===== src/rtl/signed_div_pkg.sv =====
// Shared types and constants for the iterative signed divider.
package signed_div_pkg;

   typedef enum logic [1:0] {
      IDLE = 2'd0,
      CALC = 2'd1,
      FIX  = 2'd2,
      DONE = 2'd3
   } state_e;

   // Step counter must hold values up to 2*width.
   function automatic int cnt_width(input int width);
      return $clog2(2 * width) + 1;
   endfunction

   // Most-negative (neg=1) or most-positive (neg=0) value of a w-bit signed number,
   // returned right-aligned in 64 bits.
   function automatic logic [63:0] sat_val(input int w, input logic neg);
      logic [63:0] msb;
      msb = 64'd1 << (w - 1);
      return neg ? msb : (msb - 64'd1);
   endfunction

   localparam int DEF_WIDTH = 8;
   localparam int DEF_CNT_W = cnt_width(DEF_WIDTH);

endpackage


===== src/rtl/signed_divider.sv =====
// Iterative signed divider: 2*WIDTH / WIDTH -> 2*WIDTH quotient, WIDTH remainder.
// Magnitudes are taken on the accepting edge, then one restoring shift-subtract
// step per cycle, then a single cycle applies signs and saturation.
module signed_divider
   import signed_div_pkg::*;
#(
   parameter int WIDTH                 = 8,
   parameter int CONTROL_SIGNALS_WIDTH = 8
) (
   input  logic                             clk,
   input  logic                             rst,
   input  logic                             in_valid,
   output logic                             in_ready,
   input  logic [2*WIDTH-1:0]               dividend,
   input  logic [WIDTH-1:0]                 divisor,
   input  logic [CONTROL_SIGNALS_WIDTH-1:0] control_signals_in,
   output logic                             out_valid,
   input  logic                             out_ready,
   output logic [2*WIDTH-1:0]               quotient,
   output logic [WIDTH-1:0]                 remainder,
   output logic                             overflow,
   output logic                             div_by_zero,
   output logic [CONTROL_SIGNALS_WIDTH-1:0] control_signals_out
);

   localparam int W2    = 2 * WIDTH;
   localparam int CNT_W = cnt_width(WIDTH);

   localparam logic [63:0]      MAX64    = sat_val(W2, 1'b0);
   localparam logic [63:0]      MIN64    = sat_val(W2, 1'b1);
   localparam logic [W2-1:0]    Q_MAX    = MAX64[W2-1:0];
   localparam logic [W2-1:0]    Q_MIN    = MIN64[W2-1:0];
   localparam logic [CNT_W-1:0] CNT_LAST = CNT_W'(W2 - 1);

   state_e                           state_q, state_d;
   logic [CNT_W-1:0]                 cnt_q, cnt_d;
   // work_q holds |dividend| and gradually fills with quotient bits from the LSB.
   logic [W2-1:0]                    work_q, work_d;
   logic [WIDTH-1:0]                 rem_q, rem_d;
   logic [WIDTH-1:0]                 dvs_q, dvs_d;
   logic                             qneg_q, qneg_d;
   logic                             rneg_q, rneg_d;
   logic [CONTROL_SIGNALS_WIDTH-1:0] tag_q, tag_d;
   logic [W2-1:0]                    quot_q, quot_d;
   logic [WIDTH-1:0]                 remo_q, remo_d;
   logic                             ovf_q, ovf_d;
   logic                             dbz_q, dbz_d;
   logic [CONTROL_SIGNALS_WIDTH-1:0] ctrl_q, ctrl_d;

   logic [WIDTH:0] trial;
   logic [WIDTH:0] diff;

   assign in_ready            = (state_q == IDLE);
   assign out_valid           = (state_q == DONE);
   assign quotient            = quot_q;
   assign remainder           = remo_q;
   assign overflow            = ovf_q;
   assign div_by_zero         = dbz_q;
   assign control_signals_out = ctrl_q;

   // Next-state, datapath step and output formation.
   always_comb begin
      state_d = state_q;
      cnt_d   = cnt_q;
      work_d  = work_q;
      rem_d   = rem_q;
      dvs_d   = dvs_q;
      qneg_d  = qneg_q;
      rneg_d  = rneg_q;
      tag_d   = tag_q;
      quot_d  = quot_q;
      remo_d  = remo_q;
      ovf_d   = ovf_q;
      dbz_d   = dbz_q;
      ctrl_d  = ctrl_q;

      // Partial remainder stays below |divisor| <= 2^(WIDTH-1), so the shifted
      // trial fits WIDTH bits and diff[WIDTH] is a clean borrow flag.
      trial = {rem_q, work_q[W2-1]};
      diff  = trial - {1'b0, dvs_q};

      unique case (state_q)
         IDLE: begin
            if (in_valid) begin
               ovf_d  = 1'b0;
               dbz_d  = 1'b0;
               tag_d  = control_signals_in;
               qneg_d = dividend[W2-1] ^ divisor[WIDTH-1];
               rneg_d = dividend[W2-1];
               work_d = dividend[W2-1] ? (~dividend + 1'b1) : dividend;
               dvs_d  = divisor[WIDTH-1] ? (~divisor + 1'b1) : divisor;
               rem_d  = '0;
               cnt_d  = '0;
               if (divisor == '0) begin
                  dbz_d   = 1'b1;
                  quot_d  = dividend[W2-1] ? Q_MIN : Q_MAX;
                  remo_d  = '0;
                  ctrl_d  = control_signals_in;
                  state_d = DONE;
               end else begin
                  state_d = CALC;
               end
            end
         end
         CALC: begin
            if (!diff[WIDTH]) begin
               rem_d  = diff[WIDTH-1:0];
               work_d = {work_q[W2-2:0], 1'b1};
            end else begin
               rem_d  = trial[WIDTH-1:0];
               work_d = {work_q[W2-2:0], 1'b0};
            end
            cnt_d = cnt_q + 1'b1;
            if (cnt_q == CNT_LAST) state_d = FIX;
         end
         FIX: begin
            // A positive quotient with the MSB set can only be 2^(W2-1): MIN / -1.
            if (!qneg_q && work_q[W2-1]) begin
               quot_d = Q_MAX;
               ovf_d  = 1'b1;
            end else begin
               quot_d = qneg_q ? (~work_q + 1'b1) : work_q;
            end
            remo_d  = rneg_q ? (~rem_q + 1'b1) : rem_q;
            ctrl_d  = tag_q;
            state_d = DONE;
         end
         DONE: begin
            if (out_ready) state_d = IDLE;
         end
         default: state_d = IDLE;
      endcase
   end

   // State and datapath registers with synchronous active-low reset.
   always_ff @(posedge clk) begin
      if (!rst) begin
         state_q <= IDLE;
         cnt_q   <= '0;
         work_q  <= '0;
         rem_q   <= '0;
         dvs_q   <= '0;
         qneg_q  <= 1'b0;
         rneg_q  <= 1'b0;
         tag_q   <= '0;
         quot_q  <= '0;
         remo_q  <= '0;
         ovf_q   <= 1'b0;
         dbz_q   <= 1'b0;
         ctrl_q  <= '0;
      end else begin
         state_q <= state_d;
         cnt_q   <= cnt_d;
         work_q  <= work_d;
         rem_q   <= rem_d;
         dvs_q   <= dvs_d;
         qneg_q  <= qneg_d;
         rneg_q  <= rneg_d;
         tag_q   <= tag_d;
         quot_q  <= quot_d;
         remo_q  <= remo_d;
         ovf_q   <= ovf_d;
         dbz_q   <= dbz_d;
         ctrl_q  <= ctrl_d;
      end
   end

endmodule


===== config.mk =====
export PLATFORM = sky130hd
export DESIGN_NAME = signed_divider
export DESIGN_NICKNAME = d
export VERILOG_FILES = /design/src/rtl/signed_div_pkg.sv /design/src/rtl/signed_divider.sv
export SDC_FILE = /design/constraint.sdc
export NUM_CORES = 1
export LEC_CHECK = 0
export CAP_MARGIN = 20
export CORE_MARGIN = 2
export CORE_UTILIZATION = 50
export DETAILED_ROUTE_END_ITERATION = 10
export HOLD_SLACK_MARGIN = 0.12
export PLACE_DENSITY = 0.75
export SLEW_MARGIN = 20
export SYNTH_ARGS = -nofsm -noshare
export SYNTH_HDL_FRONTEND = slang
export SYNTH_SLANG_ARGS = --single-unit

===== constraint.sdc =====
create_clock -name clk -period 4.2 [get_ports clk]
set_input_delay 0.84 -clock clk [delete_from_list [all_inputs] [get_ports clk]]
set_output_delay 0.84 -clock clk [all_outputs]
set_load 0.02 [all_outputs]

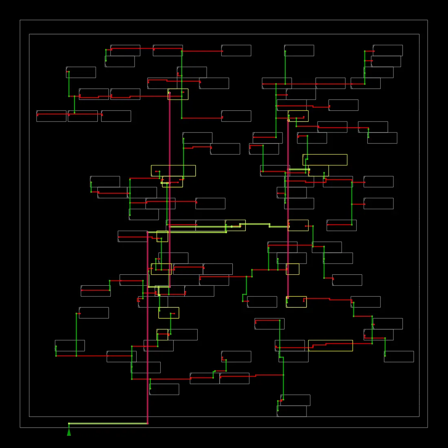
**Above:** clock wiring as the flow saved it.
Worst Skew: 0.0110 ns
Num CTS Buffers: 9

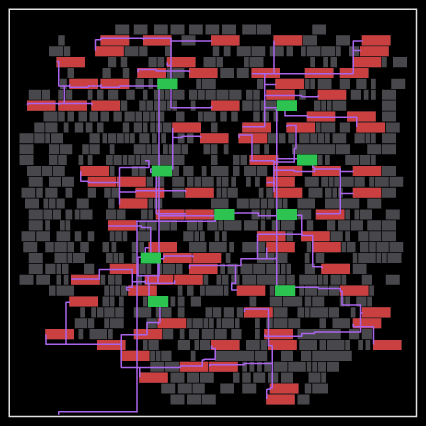
**Above:** clock distribution.
Scale: 4 px per um.
[flip-flops] red | count: 83
[clock-net drivers] green | count: 9
[clock wires] purple | length: 1020 um
routed clock nets: 10

==> summary.txt <==
Here are the numbers from the latest Yosys + OpenROAD run.

The number of flip-flops and latches came out at 83. The synthesized netlist devotes 5.17% of its cell area to adder and majority cells. The final power report lists total power as 3.74 mW.

The standby leakage power is 2.09 nW. For this sky-water flow run, the detailed-routed wirelength per cell is reported as 15.1 um. The layout summary lists the proportion of cells stronger than drive strength 1 as 4.92%. The area figure in the yosys stat output came out at 4750 sq um. The transition time of the tightest slew-check pin is 0.958 ns.

The met3 demand-to-capacity share in global routing is 3.11%. The average via count per standard cell is 5.77. The worst setup path is captured at a flip-flop.

TritonCTS built the clock tree. Per the post-route antenna check, the number of violating nets is 0. Per the detail_route log, the uppermost layer with routed signals is met4.

In the final design, more cell area goes to combinational gates than to any other class. The internal power consumption is 2.11 mW. The area of all placed cells without fillers came out at 5740 sq um.

STA classifies the critical path startpoint as an input port. For the worst reg-to-reg path, the startpoint reported by OpenROAD is work_q[15]. The hold buffer count at cts is 0.

The largest net degree at the start of global routing is 67. The met1 global-route usage is 31.5%. The post-route core utilization is 62.1%. The worst hold-check path type is reg2reg. Hold analysis shows the worst path with a depth of 2. Endpoints failing hold in the final report were tallied at 0. The chip occupies 10300 sq um. The share of synthesized cell area in and, or, nand and nor gates came out at 18.7%. The top cell family by delay on the critical path is simple AND/OR/NAND/NOR gates.

The horizontal die size came out at 101 um. The total core area came out at 9240 sq um. The global routing met2 resource utilization came out at 39.8%. The number of diodes added for antenna fixing is 0. The fraction of power consumed by the clock network is 18.5%.

The highest net fanout along the worst path is 23. The minimum clock period came out at 3.18 ns. The launch point of the worst path is divisor[0]. The logic share of the area is 49.3%. The layout net count came out at 702. The startpoint of the tightest hold check path is tag_q[5]. The run finished with clean final reports. Counting every instance in the synthesized netlist gives 600. The timing report gives the worst reg2reg path a setup slack of 1.49 ns. The multi-input logic area came out at 2830 sq um. Port buffering added 71 buffers. The average cell area after synthesis is 7.91 sq um. The tap cell instance count is 129. The clock network power came out at 0.692 mW. Clock tree synthesis found a total of 83 sinks. The share of the clock period used by the worst path came out at 75.7%. The worst reg-to-reg path cell count came out at 9.

The floorplan utilization is 51.4%. The flip-flop and latch count after synthesis came out at 83. The cell area reported after detailed placement came out at 5500 sq um. Per the summary, power density relative to cell area is 652 nW/um^2. The count of non-CTS buffers in the layout is 77. The tree is rooted in a sky130_fd_sc_hd__clkbuf_8. The reported combinational group power is 1.89 mW.

The fraction of the mapped netlist area in compound gates is 24.8%. The final count of negative-setup-slack endpoints is 0. In the Yosys report the total cell count is 600.
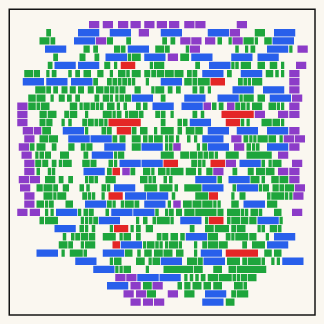
**Above:** placement by cell class.
Scale: 3 px per um.
| class | colour | cells |
|---|---|---|
| remaining logic cells | green | 476 |
| remaining buffers and delay cells | purple | 77 |
| clock drivers and dummy loads | red | 15 |
| registers | blue | 83 |

flip-flops by register name (all words and copies together), names as in the netlist:
name,flops
quotient,16
work_q,16
control_signals_out,8
dvs_q,8
rem_q,8
remainder,8
tag_q,8
cnt_q,5
state_q,2
div_by_zero,1
overflow,1
qneg_q,1
rneg_q,1
cell usage in the layout, fill, tap and decap left out, types with 3 or more instances in the layout:
cell	synthesis	final
sky130_fd_sc_hd__o22ai_1	9	9
sky130_fd_sc_hd__xnor2_1	20	20
sky130_fd_sc_hd__o21ai_0	31	30
sky130_fd_sc_hd__nor2b_1	3	3
sky130_fd_sc_hd__nor3_1	7	7
sky130_fd_sc_hd__o211ai_1	5	5
sky130_fd_sc_hd__dfxtp_1	83	83
sky130_fd_sc_hd__a31oi_1	6	6
sky130_fd_sc_hd__a22o_1	3	3
sky130_fd_sc_hd__a32oi_1	3	3
sky130_fd_sc_hd__nand3_1	13	13
sky130_fd_sc_hd__o21a_1	4	4
sky130_fd_sc_hd__clkbuf_8	0	9
sky130_fd_sc_hd__nand2b_1	8	8
sky130_fd_sc_hd__and3_1	5	5
sky130_fd_sc_hd__a22oi_1	8	8
sky130_fd_sc_hd__nand2_1	79	79
sky130_fd_sc_hd__inv_1	25	24
sky130_fd_sc_hd__bufinv_16	0	3
sky130_fd_sc_hd__o31ai_1	10	10
sky130_fd_sc_hd__clkdlybuf4s50_1	0	71
sky130_fd_sc_hd__nor4_1	5	5
sky130_fd_sc_hd__buf_4	1	6
sky130_fd_sc_hd__o221ai_1	3	3
sky130_fd_sc_hd__ha_1	18	18
sky130_fd_sc_hd__nor2_1	59	59
sky130_fd_sc_hd__mux2i_1	20	20
sky130_fd_sc_hd__a21oi_1	64	64
sky130_fd_sc_hd__a211oi_1	18	18
sky130_fd_sc_hd__xor2_1	13	13
Power figures rest on the tool's default switching activity, not on a simulated workload.
